Signal wires on met1:
(4 px per um) Supply wires on this layer in grey. Cells faint in the background.
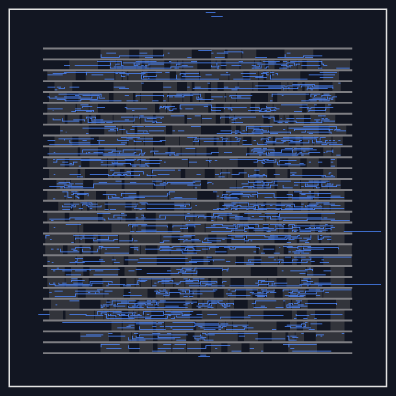
Signal wires on met2:
(4 px per um)
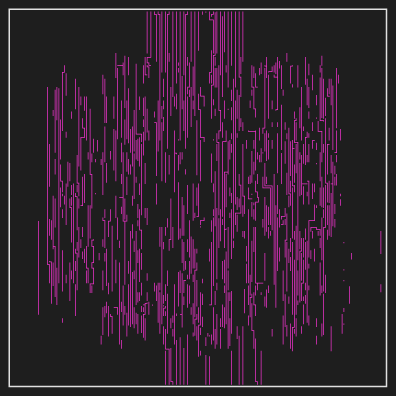
M3 wires:
(6 px per um) Cells faint in the background.
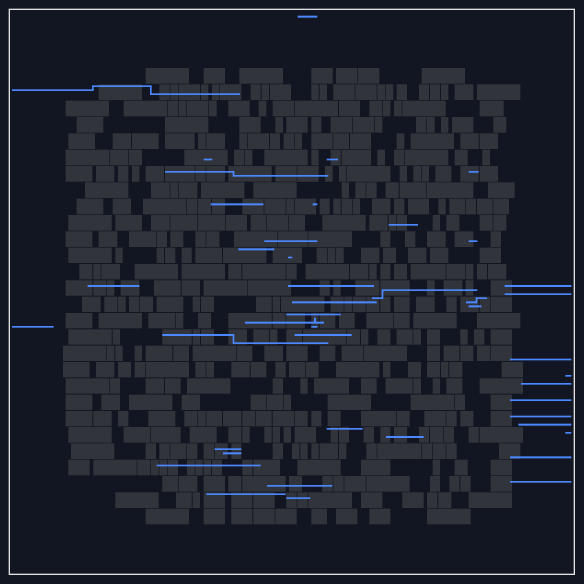
The metal 4 layer:
(4 px per um) Supply wires on this layer in grey. Cells faint in the background.
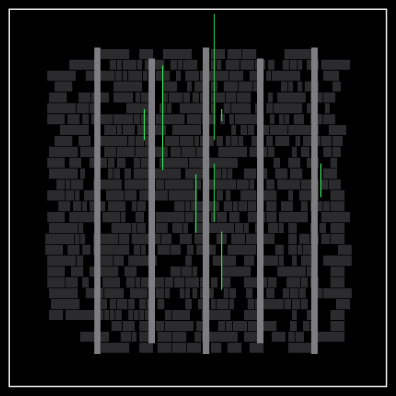
Routing congestion map:
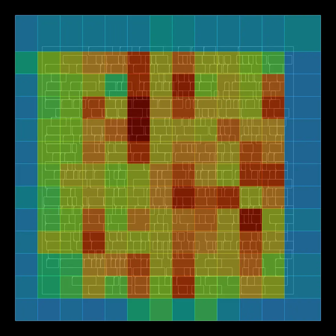
==> config.mk <==
export PLATFORM = sky130hd
export DESIGN_NAME = adain_channel_seq
export DESIGN_NICKNAME = d
export VERILOG_FILES = /design/src/rtl/adain_channel_seq.sv
export SDC_FILE = /design/constraint.sdc
export NUM_CORES = 1
export LEC_CHECK = 0
export CORE_MARGIN = 8
export CORE_UTILIZATION = 56
export CTS_BUF_LIST = sky130_fd_sc_hd__clkbuf_8
export DETAILED_ROUTE_END_ITERATION = 12
export PLACE_DENSITY_LB_ADDON = 0.12
export SLEW_MARGIN = 20
export SYNTH_ARGS = -nofsm -noshare
export SYNTH_HDL_FRONTEND = slang
export SYNTH_SLANG_ARGS = --single-unit
==> constraint.sdc <==
create_clock -name clk -period 3 [get_ports clk]
set_clock_uncertainty 0.1 [all_clocks]
set_input_delay 0.9 -clock clk [delete_from_list [all_inputs] [get_ports clk]]
set_output_delay 0.9 -clock clk [all_outputs]
set_load 0.05 [all_outputs]
==> reports/metrics.yaml <==
clocking:
  cts.clk_slew.worst_paths_ns: 0.07
  cts_buffer_depth: 2
  cts_resized: 0
  htree_num_levels: 3
  cts_root_buffer: "clkbuf_8"
yosys:
  synth_cell_types: 68
  netlist_instances: 401
  synth-main-ff-cell: "dfxtp_1"
  yosysSeqAreaShare_pct: 35.9
  ys_sh_mux_pct: 0.919
final_layout:
  combGateArea_um2: 2000
  nNonClkInverters: 9
  seq_share_pct: 29.0
  areaGrowthSynthToFinish_pct: 23.8
  ff_count: 61
  n_all_buffers: 70
  nonClkBufAreaFrac_pct: 16.5
pwr:
  pwr_density_cell_nw_per_um2: 447
  leakage_uw: 0.00142
  finalPower_uw: 1880
outcome:
  outcome: "finished clean"
grt:
  antenna_found_initial: 0
placement:
  place_area_um2: 4040
  portBuffers: 53
  gp_congestion: 0.851
setup_path:
  crit_buf_inv: 2
  crit_family: "simple AND/OR/NAND/NOR gates"
  cpMaxStageDelayCell: "clkdlybuf4s50_1"
floorplan:
  initial_core_util_pct: 57.8
detailed_routing:
  wl_per_cell_um: 15.6
  ant_nets: 0
  viasPerCell: 5.75
timing:
  final_max_slew_viol_count: 0
  rsz0062_at_grt: "no"
hold_path:
  holdPathStages: 2
Notes on 'signal wires on met1' above:
nets with wire on the layer	452
share of all routed wire	42%
final WL: 8.36 mm
GR Util met1: 21.5%
vias after detailed routing: 3,080

Notes on 'signal wires on met2' above:
wire length on this layer	4,360 um
main direction	vertical
share of all routed wire	52%
nets with wire on the layer	414
GR met2 Demand/Resource: 34.2%

Notes on 'M3 wires' above:
main direction	horizontal
nets with wire on the layer	34
global routing usage on met3: 4.64%

Notes on 'the metal 4 layer' above:
wire length on this layer	118 um
share of all routed wire	1.4%
longest straight run	31.3 um
main direction	vertical

Notes on 'routing congestion map' above:
Core Util, Final: 71.6%
GRT busiest layer: met2
total track usage: 19.3%

-- cell usage in the layout, fill, tap and decap left out, types with 5 or more instances in the layout --
| master | instances |
|---|---|
| nand3_1 | 14 |
| o21ai_0 | 5 |
| and3_1 | 7 |
| clkdlybuf4s50_1 | 53 |
| or3_1 | 13 |
| nand2_1 | 59 |
| nor4_2 | 20 |
| dfxtp_1 | 61 |
| xnor2_1 | 8 |
| o21ai_1 | 7 |
| nor2_1 | 22 |
| inv_1 | 8 |
| nand2b_1 | 5 |
| a21oi_1 | 37 |
| buf_4 | 14 |
| nor4_1 | 6 |
| xor2_1 | 20 |
| nand4_1 | 9 |
| nor3_1 | 8 |
| clkbuf_8 | 9 |
-- where the power goes --
group / switching (uW) / internal [uW]
clock: 334 / 293
sequential: 28.4 / 838
combinational: 222 / 166
total: 584 / 1300
Power and IR drop assume default switching activity.
